**src/rtl/uart_tx_sched.sv**
```systemverilog
`default_nettype none
// +--------------------------------------------------------------------------+
// | Module   : uart_tx_sched                                                 |
// | Purpose  : Arbitrates NREQ requesters that each present a 64-bit word,   |
// |            loads the winner into a shared byte serializer and paces its  |
// |            8 bytes (LSB byte first) through one byte-wide UART TX.       |
// | Ports    : clk, rst (async, active high)                                 |
// |            req/req_data/ack   - requester side (level req, ack pulse)    |
// |            ser_start/ser_data/ser_valid/ser_byte/ser_next - serializer   |
// |            tx_start/tx_byte/tx_busy - UART byte transmitter              |
// |            busy, grant_id, err (sticky timeout) - status                 |
// | Macro    : UART_TX_SCHED_RR_EN - round-robin arbitration when defined,   |
// |            fixed priority (lowest index wins) otherwise.                 |
// | Revision : 1.0 - initial release                                         |
// +--------------------------------------------------------------------------+
module uart_tx_sched #(
    parameter int NREQ     = 4,
    parameter int WAIT_MAX = 16
) (
    input  logic               clk,
    input  logic               rst,
    input  logic [NREQ-1:0]    req,
    input  logic [NREQ*64-1:0] req_data,
    output logic [NREQ-1:0]    ack,
    output logic               ser_start,
    output logic [64:0]        ser_data,
    input  logic               ser_valid,
    input  logic [7:0]         ser_byte,
    output logic               ser_next,
    output logic               tx_start,
    output logic [7:0]         tx_byte,
    input  logic               tx_busy,
    output logic               busy,
    output logic [2:0]         grant_id,
    output logic               err
);

    localparam int c_WAIT_W = (WAIT_MAX > 1) ? $clog2(WAIT_MAX) : 1;
    localparam logic [c_WAIT_W-1:0] c_WAIT_LAST = c_WAIT_W'(WAIT_MAX - 1);

    localparam logic [2:0] c_IDLE         = 3'd0;
    localparam logic [2:0] c_LOAD         = 3'd1;
    localparam logic [2:0] c_WAIT_BYTE    = 3'd2;
    localparam logic [2:0] c_WAIT_IDLE_TX = 3'd3;
    localparam logic [2:0] c_TX_RUN       = 3'd4;
    localparam logic [2:0] c_TX_WAIT      = 3'd5;
    localparam logic [2:0] c_FLUSH        = 3'd6;

    logic [2:0]          r_state;
    logic [NREQ-1:0]     r_ack;
    logic                r_ser_start;
    logic [63:0]         r_word;
    logic                r_ser_next;
    logic                r_tx_start;
    logic [7:0]          r_tx_byte;
    logic [2:0]          r_grant;
    logic                r_err;
    logic [2:0]          r_byte_cnt;
    logic [c_WAIT_W-1:0] r_wait_cnt;

    logic [2:0]          w_state_nxt;
    logic [NREQ-1:0]     w_ack_nxt;
    logic                w_ser_start_nxt;
    logic [63:0]         w_word_nxt;
    logic                w_ser_next_nxt;
    logic                w_tx_start_nxt;
    logic [7:0]          w_tx_byte_nxt;
    logic [2:0]          w_grant_nxt;
    logic                w_err_nxt;
    logic [2:0]          w_byte_cnt_nxt;
    logic [c_WAIT_W-1:0] w_wait_cnt_nxt;

    logic                w_any;
    logic [2:0]          w_winner;
    logic [63:0]         w_sel_word;

    // ------------------------------------------------------------------
    // Arbiter
    // ------------------------------------------------------------------
`ifdef UART_TX_SCHED_RR_EN
    logic [2:0] r_rr_ptr;
    logic       w_hi_any;
    logic [2:0] w_hi;
    logic [2:0] w_lo;

    // Lowest requester at or above the pointer wins; if none, wrap to the
    // lowest requester overall. Avoids a modulo on a non power-of-two NREQ.
    always_comb begin
        w_any    = 1'b0;
        w_hi_any = 1'b0;
        w_hi     = 3'd0;
        w_lo     = 3'd0;
        for (int i = NREQ - 1; i >= 0; i--) begin
            if (req[i]) begin
                w_any = 1'b1;
                w_lo  = 3'(i);
                if (3'(i) >= r_rr_ptr) begin
                    w_hi_any = 1'b1;
                    w_hi     = 3'(i);
                end
            end
        end
        w_winner = w_hi_any ? w_hi : w_lo;
    end

    always_ff @(posedge clk or posedge rst) begin
        if (rst) begin
            r_rr_ptr <= 3'd0;
        end else if (r_state == c_IDLE && w_any) begin
            r_rr_ptr <= (w_winner == 3'(NREQ - 1)) ? 3'd0 : w_winner + 3'd1;
        end
    end
`else
    always_comb begin
        w_any    = 1'b0;
        w_winner = 3'd0;
        for (int i = NREQ - 1; i >= 0; i--) begin
            if (req[i]) begin
                w_any    = 1'b1;
                w_winner = 3'(i);
            end
        end
    end
`endif

    always_comb begin
        w_sel_word = '0;
        for (int i = 0; i < NREQ; i++) begin
            if (w_winner == 3'(i)) begin
                w_sel_word = req_data[i*64 +: 64];
            end
        end
    end

    // ------------------------------------------------------------------
    // Next-state and registered-output logic. Every pulse output is a
    // register, so a decision taken in one cycle is visible the next.
    // ------------------------------------------------------------------
    always_comb begin
        w_state_nxt     = r_state;
        w_ack_nxt       = '0;
        w_ser_start_nxt = 1'b0;
        w_ser_next_nxt  = 1'b0;
        w_tx_start_nxt  = 1'b0;
        w_word_nxt      = r_word;
        w_tx_byte_nxt   = r_tx_byte;
        w_grant_nxt     = r_grant;
        w_err_nxt       = r_err;
        w_byte_cnt_nxt  = r_byte_cnt;
        w_wait_cnt_nxt  = r_wait_cnt;

        case (r_state)
            c_IDLE: begin
                if (w_any) begin
                    w_word_nxt  = w_sel_word;
                    w_ack_nxt   = NREQ'(1) << w_winner;
                    w_grant_nxt = w_winner;
                    w_state_nxt = c_LOAD;
                end
            end

            c_LOAD: begin
                w_ser_start_nxt = 1'b1;
                w_wait_cnt_nxt  = '0;
                w_byte_cnt_nxt  = 3'd0;
                w_state_nxt     = c_WAIT_BYTE;
            end

            c_WAIT_BYTE: begin
                // ser_valid is checked before the timeout so it wins a tie.
                if (ser_valid) begin
                    w_tx_byte_nxt = ser_byte;
                    // With the UART already idle, start straight away so the
                    // byte leaves one cycle after ser_valid.
                    if (!tx_busy) begin
                        w_tx_start_nxt = 1'b1;
                        w_state_nxt    = c_TX_RUN;
                    end else begin
                        w_state_nxt    = c_WAIT_IDLE_TX;
                    end
                end else if (r_wait_cnt == c_WAIT_LAST) begin
                    w_err_nxt   = 1'b1;
                    w_state_nxt = c_IDLE;
                end else begin
                    w_wait_cnt_nxt = r_wait_cnt + c_WAIT_W'(1);
                end
            end

            c_WAIT_IDLE_TX: begin
                if (!tx_busy) begin
                    w_tx_start_nxt = 1'b1;
                    w_state_nxt    = c_TX_RUN;
                end
            end

            // One cycle of grace for the UART to raise tx_busy.
            c_TX_RUN: begin
                w_state_nxt = c_TX_WAIT;
            end

            c_TX_WAIT: begin
                if (!tx_busy) begin
                    // The same ser_next pulse either fetches the next byte or,
                    // after the eighth, lets the serializer drop its busy.
                    w_ser_next_nxt = 1'b1;
                    if (r_byte_cnt == 3'd7) begin
                        w_state_nxt = c_FLUSH;
                    end else begin
                        w_byte_cnt_nxt = r_byte_cnt + 3'd1;
                        w_wait_cnt_nxt = '0;
                        w_state_nxt    = c_WAIT_BYTE;
                    end
                end
            end

            c_FLUSH: begin
                w_state_nxt = c_IDLE;
            end

            default: begin
                w_state_nxt = c_IDLE;
            end
        endcase
    end

    always_ff @(posedge clk or posedge rst) begin
        if (rst) begin
            r_state     <= c_IDLE;
            r_ack       <= '0;
            r_ser_start <= 1'b0;
            r_word      <= '0;
            r_ser_next  <= 1'b0;
            r_tx_start  <= 1'b0;
            r_tx_byte   <= 8'd0;
            r_grant     <= 3'd0;
            r_err       <= 1'b0;
            r_byte_cnt  <= 3'd0;
            r_wait_cnt  <= '0;
        end else begin
            r_state     <= w_state_nxt;
            r_ack       <= w_ack_nxt;
            r_ser_start <= w_ser_start_nxt;
            r_word      <= w_word_nxt;
            r_ser_next  <= w_ser_next_nxt;
            r_tx_start  <= w_tx_start_nxt;
            r_tx_byte   <= w_tx_byte_nxt;
            r_grant     <= w_grant_nxt;
            r_err       <= w_err_nxt;
            r_byte_cnt  <= w_byte_cnt_nxt;
            r_wait_cnt  <= w_wait_cnt_nxt;
        end
    end

    assign ack       = r_ack;
    assign ser_start = r_ser_start;
    assign ser_data  = {1'b0, r_word};
    assign ser_next  = r_ser_next;
    assign tx_start  = r_tx_start;
    assign tx_byte   = r_tx_byte;
    assign busy      = (r_state != c_IDLE);
    assign grant_id  = r_grant;
    assign err       = r_err;

endmodule
`default_nettype wire

```
**config.mk**
```make
export PLATFORM = sky130hd
export DESIGN_NAME = uart_tx_sched
export DESIGN_NICKNAME = d
export VERILOG_FILES = /design/src/rtl/uart_tx_sched.sv
export SDC_FILE = /design/constraint.sdc
export NUM_CORES = 1
export LEC_CHECK = 0
export ABC_AREA = 1
export CELL_PAD_IN_SITES_DETAIL_PLACEMENT = 1
export CELL_PAD_IN_SITES_GLOBAL_PLACEMENT = 2
export CORE_MARGIN = 4
export CORE_UTILIZATION = 20
export CTS_CLUSTER_SIZE = 12
export DETAILED_ROUTE_END_ITERATION = 10
export HOLD_SLACK_MARGIN = 0.15
export PLACE_DENSITY = 0.93
export SETUP_SLACK_MARGIN = 0.3
export SLEW_MARGIN = 20
export SYNTH_ARGS = -nofsm -noshare
export SYNTH_HDL_FRONTEND = slang
export SYNTH_SLANG_ARGS = --single-unit
export TNS_END_PERCENT = 20
```
**constraint.sdc**
```tcl
create_clock -name clk -period 9.32 [get_ports clk]
set_input_delay 2.33 -clock clk [delete_from_list [all_inputs] [get_ports clk]]
set_output_delay 2.33 -clock clk [all_outputs]
set_load 0.05 [all_outputs]
```
Figure 1. PDN straps and rails (run 1).
The bar under the picture is 50 um long. Pins as bars on the die edge. Tap cells in grey.
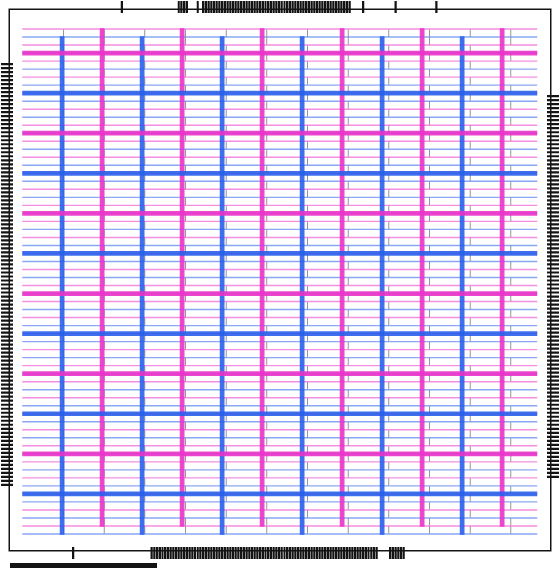
VSS -> blue
VDD -> magenta
met4 straps = 12
met5 straps = 12
tap cells = 390
Max VDD drop: 0.103 mV
Die H: 183 um
die width: 183 um

Figure 2. Cell classes on the final placement (run 1).
Fill, decap, tap and diode cells in grey.
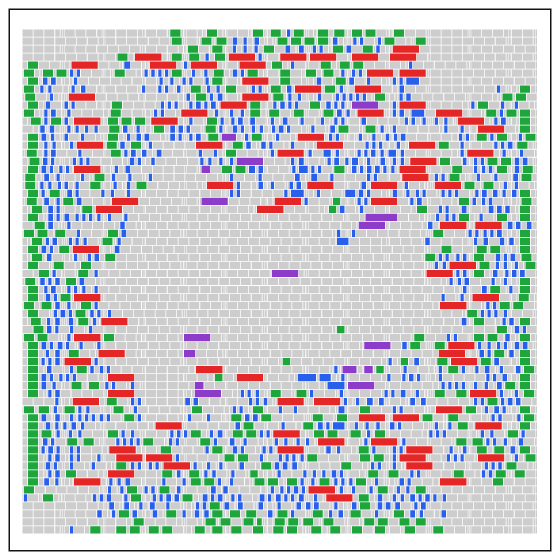
remaining logic cells -> blue  # cells 833
remaining buffers and delay cells -> green  # cells 362
registers -> red  # cells 92
clock drivers and dummy loads -> purple  # cells 16
core area: 0.0300 mm^2
row cnt: 63
post-route cell area: 0.0102 mm^2

Figure 3. Cell outlines without signal wires (run 1).
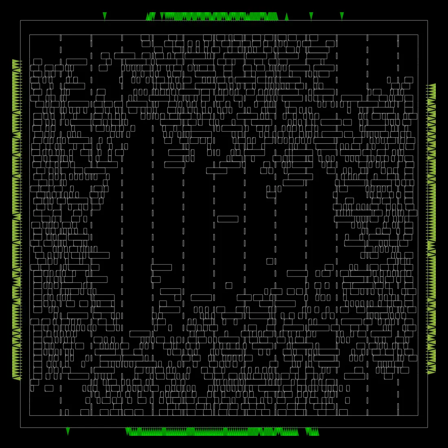
Seq Cell Count: 92
sequential share of cell area: 22.5%

## run 1: power breakdown
group          switching (W)  total (W)  internal [W]
clock               0.000177   0.000404      0.000227
combinational        0.00106    0.00161      0.000543
sequential          0.000107   0.000678      0.000572
total                0.00135    0.00269       0.00134
## run 1: area by class of cell
class | count | area, um^2 | area share (%)
clock inverters | 5 | 67.6 | 0.661
flip-flops and latches | 92 | 2300 | 22.5
diodes | 1 | 2.50 | 0.0245
repair buffers | 362 | 3600 | 35.2
inverters | 77 | 292 | 2.85
well taps | 390 | 488 | 4.77
multi-input cells | 756 | 3220 | 31.5
clock buffers | 11 | 253 | 2.47
## run 1: cells in the mapped netlist (all sizes together), types with 3 or more instances
cell,n,area share [%]
buf,51,4.9
clkbuf,19,1.2
dfrtp,92,37
ha,3,0.61
inv,77,4.7
nand2,375,23
nand3,214,17
nor2,145,9.0
o21ai,8,0.65
## run 1: path summary, 6_finish.rpt
path / cells after the start / end / start
setup reg to reg: 6 / r_word[16] / r_state[2]
hold reg to reg: 2 / tx_byte[1] / tx_byte[1]
max in group asynchronous: 3 / r_word[28] / rst
hold / removal: 2 / tx_byte[1] / tx_byte[1]
setup / recovery: 8 / r_word[55] / req[0]
min in group asynchronous: 2 / r_word[60] / rst
## run 1: flip-flops by register name, summed over array words and instances, names as in the netlist, 2 cells and up
name        count
ack             4
grant_id        2
r_byte_cnt      3
r_state         3
r_wait_cnt      4
r_word         64
tx_byte         8
## run 1: metrics by stage
step | setup slack [ps] | total power (W) | std cells | cell area (um^2) | util, %
floorplan | 4600 | 0.00171 | 995 | 6150 | -
global placement | 3830 | 0.00228 | 1677 | 9900 | 33.1
detailed placement | 3790 | 0.00231 | 1677 | 9900 | 33.1
CTS | 4180 | 0.00274 | 1693 | 10200 | 34.1
global route | 3900 | 0.00288 | 1693 | 10200 | 34.1
finish | 4230 | 0.00269 | 1694 | 10200 | 34.1
## run 1: cells in the final DEF (no fill, tap or decap), types with 2 or more instances in the layout
master / n
buf_4: 8
clkbuf_16: 9
clkbuf_8: 2
clkdlybuf4s50_1: 353
clkinv_4: 2
conb_1: 2
dfrtp_1: 92
ha_1: 3
inv_1: 76
nand2_1: 373
nand3_1: 213
nor2_1: 143
nor2_4: 2
o21ai_0: 6
## run 1: routing by layer
metal / global-route usage (%) / vias up / wire (um)
li1: - / 3701 / -
met1: 20.6 / 3546 / 12300
met2: 29.1 / 265 / 13800
met3: 5.20 / 41 / 2380
met4: 5.51 / 2 / 727
met5: 0 / - / 17
## run 1: cell families (layout without fill, tap and decap cells)
kind of cell	after synthesis	count (layout)	synth area share [%]
and+or+nand+nor	738	738	49.8
buffers and inverters	147	455	10.8
DFF	92	92	37.5
AOI/OAI and AO/OA	12	12	1.08
adders and majority gates	3	3	0.611
other	1	3	0.0610
xor gates and xnor gates	1	1	0.143
## run 1: worst register-to-register path, stage by stage, from the launching register on
cell     delay (ps)
dfrtp_1         500
nor3_2          120
nand2_4         360
buf_4           760
nor2_1          240
nand2_1         110
nand2_1          50
==> impl_metrics.py, run 1 <==
# Flow results
metrics = {
    "grt": {
        "track_usage_pct": 17.1,
        "antenna_found_initial": 2,
        "grt_pass1_vias": 7982,
        "grt_pass1_wl_mm": 45.4,
        "grt_max_degree": 91,
        "grt-ovfl-total": 0,
    },
    "final_timing": {
        "fmax_mhz": 196,
        "tightest_slew_ps": 924,
        "fin_crit_ps": 5090,
        "hold_slack_ps": 475,
        "fin_tns_setup_ps": 0,
        "hold_viol_final": 0,
        "drv_slew": 0,
        "rsz0062_at_grt": "false",
        "finalCritPeriodShare_pct": 54.7,
        "fin_worst_skew_ps": 10.4,
        "setup_viol": 0,
        "maxSlewHeadroom_pct": 38.4,
    },
    "setup_path": {
        "arrival_ps": 5330,
        "critPathMaxStageDelay_ps": 710,
        "startpoint_type": "primary input",
        "cpMaxStageDelayCell": "nand3_4",
        "cp_top_family": "simple AND/OR/NAND/NOR gates",
        "endpoint_kind": "flip-flop",
        "crit_required_ps": 9560,
        "path_max_fanout": 74,
        "r2r_slack_ps": 7080,
        "crit_chain": "clkdlybuf4s50_1, nor2_4, nand3_4, buf_4, nor2_1, nor2_1, nand2_1, nand2_1",
        "critPathBufInv": 2,
        "criticalPathCategory": "primary input to flip-flop",
    },
    "detailed_routing": {
        "antenna_left": 0,
        "vias": 7555,
        "routed_wl_mm": 29.2,
        "drc": 0,
        "wire_per_inst_um": 17.3,
        "via_per_inst": 4.46,
        "drtIter0Drc": 252,
        "dr.pass1.iters": 5,
    },
    "hold_path": {
        "hp-class": "flip-flop to flip-flop",
    },
    "yosys": {
        "ys_warn_count": 0,
        "ys_cells": 994,
        "syn_inst": 994,
        "ys_seq_share_pct": 37.5,
        "synth_cell_types": 25,
        "ys_seq_elements": 92,
        "syn_area_per_cell_um2": 6.18,
        "synthArstFlopShare_pct": 100,
        "edf_count": 0,
        "yosys_area_mm2": 0.00614,
        "netlist_area_mm2": 0.00614,
        "ff_type": "dfrtp_1",
    },
    "final_layout": {
        "fillers": 3757,
        "final_nets": 1573,
        "drive_gt1_share_pct": 2.61,
        "area_delta_synth_final_pct": 66.4,
    },
    "power_and_ir_drop": {
        "p_per_area_mw_per_mm2": 263,
        "p_leak_nw": 4.97,
    },
    "cts": {
        "cts_max_level": 3,
        "cts_setup_buffers": 0,
        "post_cts_resized": 0,
        "cts_root_buf": "clkbuf_16",
        "cts_tree": "built",
        "clk_pin_slew_ps": 70,
        "clk_latency_ps": 350,
        "clockBufferDepth": 2,
        "numClockSinks": 92,
        "cts_hold_buffers": 0,
        "cts-buffers-inserted": 9,
    },
    "die": {
        "dieArea_mm2": 0.0336,
        "io_pins": 357,
        "fp_util_pct": 20.5,
    },
    "job": {
        "warning_count": 26,
        "cap_viol_max_count": 0,
    },
    "place": {
        "io_buffers": 354,
        "place.gp.congestion": 0.860,
        "hpwl_mm": 22.0,
    },
    "status": {
        "status": "finished clean",
    },
}
==> run 2, diff against run 1 <==
Settings changed: CORE_UTILIZATION 20 to 16, PLACE_DENSITY 0.93 to 0.8.
Clock period 9.32 ns to 4.6 ns, I/O delays scaled along.
Figure 4. Port wiring (run 2).
The bar under the picture is 50 um long.
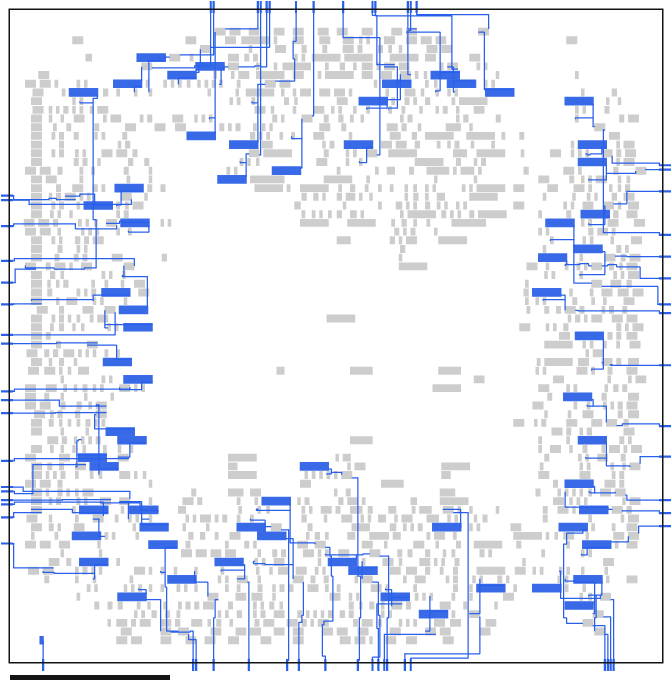
ser_data -> blue  # direction output, end cells 65, buffers 64, wire 3040 um
I/O Buffers: 354
I/O Pins: 357

==> impl_metrics.py, run 2 <==
# Flow results
metrics = {
    "yosys": {
        "yosysTopAreaCell": "dfrtp_1",
        "area_leaders": "dfrtp_1, nand2_1, nand3_1",
        "yosys_area_mm2": 0.00614,
        "ff_type": "dfrtp_1",
        "netlist_area_mm2": 0.00614,
        "ys_warn_count": 0,
        "netlist.area_leader.share_pct": 37.5,
        "ys_cells": 994,
        "edf_count": 0,
        "syn_inst": 994,
        "ys_seq_elements": 92,
        "synthArstFlopShare_pct": 100,
        "top_cell": "nand2_1",
        "synth_cell_types": 25,
        "syn_area_per_cell_um2": 6.18,
        "common_cells": "nand2_1, nand3_1, nor2_1, dfrtp_1, inv_1",
    },
    "die": {
        "core_area_mm2": 0.0378,
        "num_rows": 71,
        "die_y_um": 204,
        "dieArea_mm2": 0.0416,
        "fp_util_pct": 16.3,
    },
    "job": {
        "warning_count": 28,
        "cap_viol_max_count": 0,
    },
    "final_timing": {
        "finalCritPeriodShare_pct": 74.1,
        "maxSlewHeadroom_pct": 29.7,
        "tightest_slew_ps": 1050,
        "worst_slack_ps": 1190,
        "fin_worst_skew_ps": 11.3,
        "fin_crit_ps": 3410,
        "fmax_mhz": 293,
        "hold_viol_final": 0,
        "rsz0062_at_grt": "false",
        "fin_tns_setup_ps": 0,
        "setup_viol": 0,
    },
    "place": {
        "hpwl_mm": 23.4,
        "place.gp.congestion": 0.805,
        "dp_slack_ps": 1210,
    },
    "cts": {
        "clockBufferDepth": 2,
        "clk_pin_slew_ps": 80,
        "cts_tree": "built",
        "post_cts_resized": 0,
        "clk_latency_ps": 360,
        "cts_hold_buffers": 0,
        "cts_root_buf": "clkbuf_16",
        "cts_max_level": 3,
        "numClockSinks": 92,
    },
    "setup_path": {
        "arrival_ps": 2260,
        "path_max_fanout": 7,
        "crit_required_ps": 3450,
        "criticalPathCategory": "flip-flop to output pin",
    },
    "grt": {
        "antenna_found_initial": 2,
        "track_usage_pct": 14.7,
        "grt_pass1_wl_mm": 48.1,
        "grt_pass1_vias": 8201,
        "grt_max_degree": 130,
        "grt-ovfl-total": 0,
    },
    "detailed_routing": {
        "via_per_inst": 4.11,
        "vias": 7481,
        "antenna_left": 0,
        "dr.pass1.iters": 4,
        "drtIter0Drc": 317,
        "drc": 0,
    },
    "status": {
        "status": "finished clean",
    },
    "power_and_ir_drop": {
        "p_leak_nw": 5.02,
        "max-vdd-ir-drop_mv": 0.207,
        "p_per_area_mw_per_mm2": 531,
    },
    "final_layout": {
        "lay_top_count": "nand2_1",
        "area_delta_synth_final_pct": 70.8,
        "largest_reg_flops": 64,
        "final_nets": 1577,
        "drive_gt1_share_pct": 2.91,
    },
}
-- run 2: netlist changes by cell type in the layout (fill, tap and decap cells not counted) --
cell | previous run | this run
buf_4 | 8 | 7
inv_6 | 1 | 2
bufinv_16 | 1 | 2
inv_8 | 1 | 0
clkbuf_8 | 2 | 3
clkinv_4 | 2 | 0
buf_12 | 0 | 5
-- run 2: per-layer routing --
metal / share of wire, % / wire (um) / up-vias / GRT usage, %
li1: - / - / 3706 / -
met1: 43 / 13600 / 3528 / 18.1
met2: 47 / 14800 / 230 / 25.4
met3: 7.9 / 2470 / 17 / 4.60
met4: 1.2 / 370 / 0 / 2.99
met5: 0 / 0 / - / 0
-- run 2: area by class of cell --
class                      count  area, um^2
multi-input combinational    756        3220
inverter                      77         292
fill                        4653       27300
antenna                        1        2.50
sequential                    92        2300
clock buffer                  12         267
clock inverter                 4        77.6
timing repair buffer         366        3690
tap                          511         639
-- run 2: metrics by stage --
| stage | util [%] | power (W) | hold WS [ps] | cells | area [um^2] |
|---|---|---|---|---|---|
| after CTS | 27.8 | 0.00568 | 485 | 1818 | 10500 |
| after global placement | 26.9 | 0.00468 | 455 | 1802 | 10100 |
| after global routing | 27.8 | 0.00597 | 501 | 1819 | 10500 |
| after detailed placement | 26.9 | 0.00474 | 466 | 1802 | 10100 |
| after floorplan | - | 0.00346 | 453 | 995 | 6150 |
| final | 27.8 | 0.00557 | 482 | 1819 | 10500 |
-- run 2: worst paths after layout --
| kind | to | from | cells after the start | slack (ps) |
|---|---|---|---|---|
| max in group asynchronous | r_word[27] | rst | 3 | 2610 |
| worst max register to register | r_word[49] | r_state[0] | 6 | 2580 |
| worst min-delay path | tx_byte[5] | tx_byte[5] | 2 | 480 |
| worst max-delay path | busy | r_state[0] | 3 | 1190 |
| min in group asynchronous | r_word[60] | rst | 2 | 1230 |
| worst min register to register | tx_byte[5] | tx_byte[5] | 2 | 480 |
-- run 2: cell families (layout without fill, tap and decap cells) --
group | Yosys count | in the layout | synth area share (%)
buffers and inverters | 147 | 459 | 10.8
adders and majority gates | 3 | 3 | 0.611
other | 1 | 3 | 0.0610
DFF | 92 | 92 | 37.5
xor gates and xnor gates | 1 | 1 | 0.143
and+or+nand+nor | 738 | 738 | 49.8
AOI/OAI and AO/OA | 12 | 12 | 1.08
-- run 2: worst max-delay path, cell delays in order (launching register included) --
cell and delay, ps:
dfrtp_1 460, nor3_2 430, inv_1 240, clkdlybuf4s50_1 770
-- run 2: power breakdown --
part | switching [W] | internal (W) | total (W)
Sequential | 0.000218 | 0.00116 | 0.00138
Clock | 0.000367 | 0.000527 | 0.000893
Combinational | 0.00217 | 0.00113 | 0.00330
Total | 0.00276 | 0.00281 | 0.00557
==> run 3, diff against run 2 <==
Settings changed: CORE_UTILIZATION 16 to 18, PLACE_DENSITY 0.8 to 0.85.
Clock period 4.6 ns to 3.2 ns, I/O delays scaled along.
Figure 5. Cell classes on the final placement (run 3).
Fill, decap, tap and diode cells in grey.
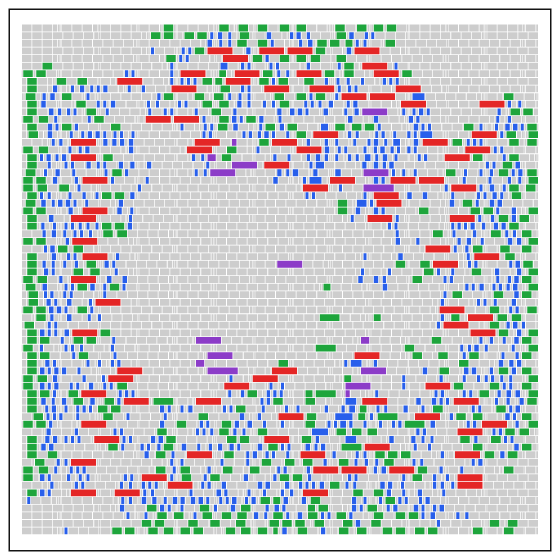
registers -> red  # cells 92
clock drivers and dummy loads -> purple  # cells 16
remaining buffers and delay cells -> green  # cells 372
remaining logic cells -> blue  # cells 833
sequential share of cell area: 22.0%
row cnt: 67

==> impl_metrics.py, run 3 <==
# Flow results
metrics = {
    "setup_path": {
        "reg2reg_depth": 7,
        "r2r_slack_ps": 1140,
        "crit_chain": "nor3_2, inv_1, dlygate4sd2_1",
        "crit_required_ps": 2400,
        "path_max_fanout": 7,
        "r2r_end": "r_wait_cnt[2]",
        "arrival_ps": 1940,
        "cpMaxStageDelayCell": "dlygate4sd2_1",
        "worstReg2RegStart": "r_state[2]",
        "endpoint_kind": "output pin",
        "criticalPathCategory": "flip-flop to output pin",
        "startpoint_type": "flip-flop",
        "critPathLaunch": "r_state[0]",
        "critPathMaxStageDelay_ps": 490,
        "endpoint": "busy",
    },
    "final_layout": {
        "final_area_mm2": 0.0105,
        "lay_top_count": "nand2_1",
        "largest_reg_flops": 64,
        "area_delta_synth_final_pct": 70.3,
        "final_nets": 1583,
        "fillers": 4129,
        "top_register": "r_word",
        "final_cell_mix": "nand2_1, clkdlybuf4s50_1, nand3_1",
        "drive_gt1_share_pct": 3.35,
    },
    "final_timing": {
        "fmax_mhz": 366,
        "drv_slew": 0,
        "finalCritPeriodShare_pct": 85.5,
        "hold_viol_final": 0,
        "tightest_slew_ps": 801,
        "fin_worst_skew_ps": 14.3,
        "fin_tns_setup_ps": 0,
        "maxSlewHeadroom_pct": 46.6,
        "setup_viol": 0,
        "rsz0062_at_grt": "false",
        "hold_slack_ps": 476,
        "fin_crit_ps": 2740,
    },
    "cts": {
        "cts_root_buf": "clkbuf_16",
        "clk_pin_slew_ps": 70,
        "clockBufferDepth": 2,
        "cts_setup_buffers": 0,
        "cts_max_level": 3,
        "numClockSinks": 92,
        "post_cts_resized": 1,
        "cts-buffers-inserted": 9,
        "clk_latency_ps": 350,
        "cts_hold_buffers": 0,
        "cts_tree": "built",
    },
    "yosys": {
        "netlist.area_leader.share_pct": 37.5,
        "ys_warn_count": 0,
        "ys_cells": 994,
        "edf_count": 0,
        "ys_seq_elements": 92,
        "yosys_area_mm2": 0.00614,
        "syn_area_per_cell_um2": 6.18,
        "synth_cell_types": 25,
        "top_cell": "nand2_1",
        "netlist_area_mm2": 0.00614,
        "area_leaders": "dfrtp_1, nand2_1, nand3_1",
        "common_cells": "nand2_1, nand3_1, nor2_1, dfrtp_1, inv_1",
        "ys_seq_share_pct": 37.5,
        "syn_inst": 994,
        "synthArstFlopShare_pct": 100,
        "ff_type": "dfrtp_1",
        "yosysTopAreaCell": "dfrtp_1",
    },
    "grt": {
        "grt_pass1_vias": 8114,
        "antenna_found_initial": 2,
        "track_usage_pct": 16.1,
        "grt-ovfl-total": 0,
        "grt_max_degree": 81,
        "grt_pass1_wl_mm": 46.8,
    },
    "die": {
        "io_pins": 357,
        "core_area_mm2": 0.0336,
        "fp_util_pct": 18.3,
        "dieArea_mm2": 0.0371,
        "die_y_um": 193,
        "die_w_um": 193,
    },
    "detailed_routing": {
        "drtIter0Drc": 208,
        "via_per_inst": 4.29,
        "drc": 0,
        "wire_per_inst_um": 17.5,
        "vias": 7562,
        "routed_wl_mm": 30.8,
        "dr.pass1.iters": 4,
        "antenna_left": 0,
    },
    "job": {
        "warning_count": 26,
        "cap_viol_max_count": 0,
    },
    "power_and_ir_drop": {
        "p_per_area_mw_per_mm2": 763,
        "max-vdd-ir-drop_mv": 0.341,
        "p_leak_nw": 5.05,
        "power.total_w": 0.00798,
    },
    "hold_path": {
        "hp-class": "flip-flop to flip-flop",
    },
    "status": {
        "status": "finished clean",
    },
    "place": {
        "dpl_cell_area_mm2": 0.0101,
        "io_buffers": 354,
        "place.gp.congestion": 0.799,
        "hpwl_mm": 23.3,
    },
}
run 3: cell count changes in the layout (fill, tap and decap cells not counted), sizes merged:
cell           before  now
buf                13   19
clkbuf             12    9
clkdlybuf4s50     353  352
clkinv              0    3
clkinvlp            0    1
dlygate4sd2         0    1
inv                79   78
run 3: per-stage QoR:
step / setup slack, ps / utilization, % / cells
after floorplan: 1320 / - / 995
after global placement: 428 / 30.2 / 1745
after detailed placement: 378 / 30.2 / 1745
after CTS: 412 / 31.1 / 1761
after global routing: 381 / 31.1 / 1761
final: 464 / 31.1 / 1762
run 3: where the power goes:
| part | internal, W | switching, W |
|---|---|---|
| sequential | 0.00167 | 0.000317 |
| clock | 0.000691 | 0.000522 |
| combinational | 0.00166 | 0.00313 |
run 3: cell families (layout without fill, tap and decap cells):
kind of cell             count (synthesis)  after routing  share of synthesized area [%]
AND/OR/NAND/NOR                        738            738                           49.8
buffers and inverters                  147            465                           10.8
flip-flops                              92             92                           37.5
AND-OR/OR-AND                           12             12                           1.08
adder cells (fa/ha/maj)                  3              3                          0.611
other                                    1              3                         0.0610
XOR/XNOR                                 1              1                          0.143
run 3: worst min path at each step:
stage / from / cells past startpoint / to
2_1_floorplan: r_byte_cnt[1] / 2 / r_byte_cnt[1]
3_3_place_gp: tx_byte[2] / 2 / tx_byte[2]
3_5_place_dp: tx_byte[7] / 2 / tx_byte[7]
4_1_cts: tx_byte[7] / 2 / tx_byte[7]
5_1_grt: err / 1 / err
6_report: err / 1 / err
run 3: per-layer routing:
metal | part of all wire, % | vias to the layer above | global-route usage (%)
met5 | 0 | - | 0
met2 | 49 | 216 | 28.8
met4 | 0.96 | 0 | 2.69
li1 | - | 3724 | -
met3 | 7.9 | 14 | 4.78
met1 | 42 | 3608 | 19.3
run 3: final cells by class:
cell class                      count  area (um^2)  area share (%)
Clock buffer                        9          225            2.15
Timing Repair Buffer              372         3760            35.9
Inverter                           77          293            2.80
Multi-Input combinational cell    756         3220            30.8
Antenna cell                        1         2.50          0.0239
Sequential cell                    92         2300            22.0
Tap cell                          448          561            5.36
Clock inverter                      7         96.3           0.921
run 3: critical path, delay by kind of cell, from the launching register on:
kind	cells	cell delay [ps]
buffers and inverters	2	710
DFF	1	460
and+or+nand+nor	1	420

==> screenshots <==
Wiring heat map.
picture 1
The die is cut into 20 by 20 equal tiles; dark blue is low, red is high, scaled to the fullest tile. Values are wire area over tile area, all layers added.
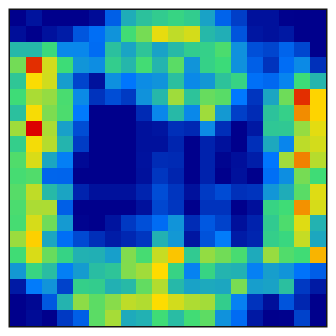
picture 2
The die is cut into 37 by 37 equal tiles; dark blue is low, red is high, scaled to the fullest tile. Values are wire area over tile area, all layers added.
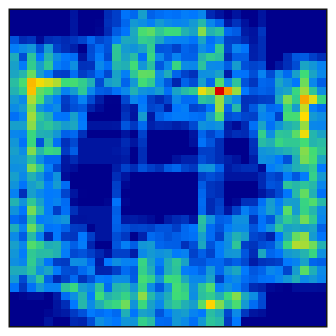
Picture 2 comes from run 1.
Picture 1 comes from run 2.

Key to picture 2:
tiles over half the peak = 5.5%
mean over tiles = 0.14
nearly empty tiles = 18%

No activity file was given, so power comes from the tool's default toggle rates.
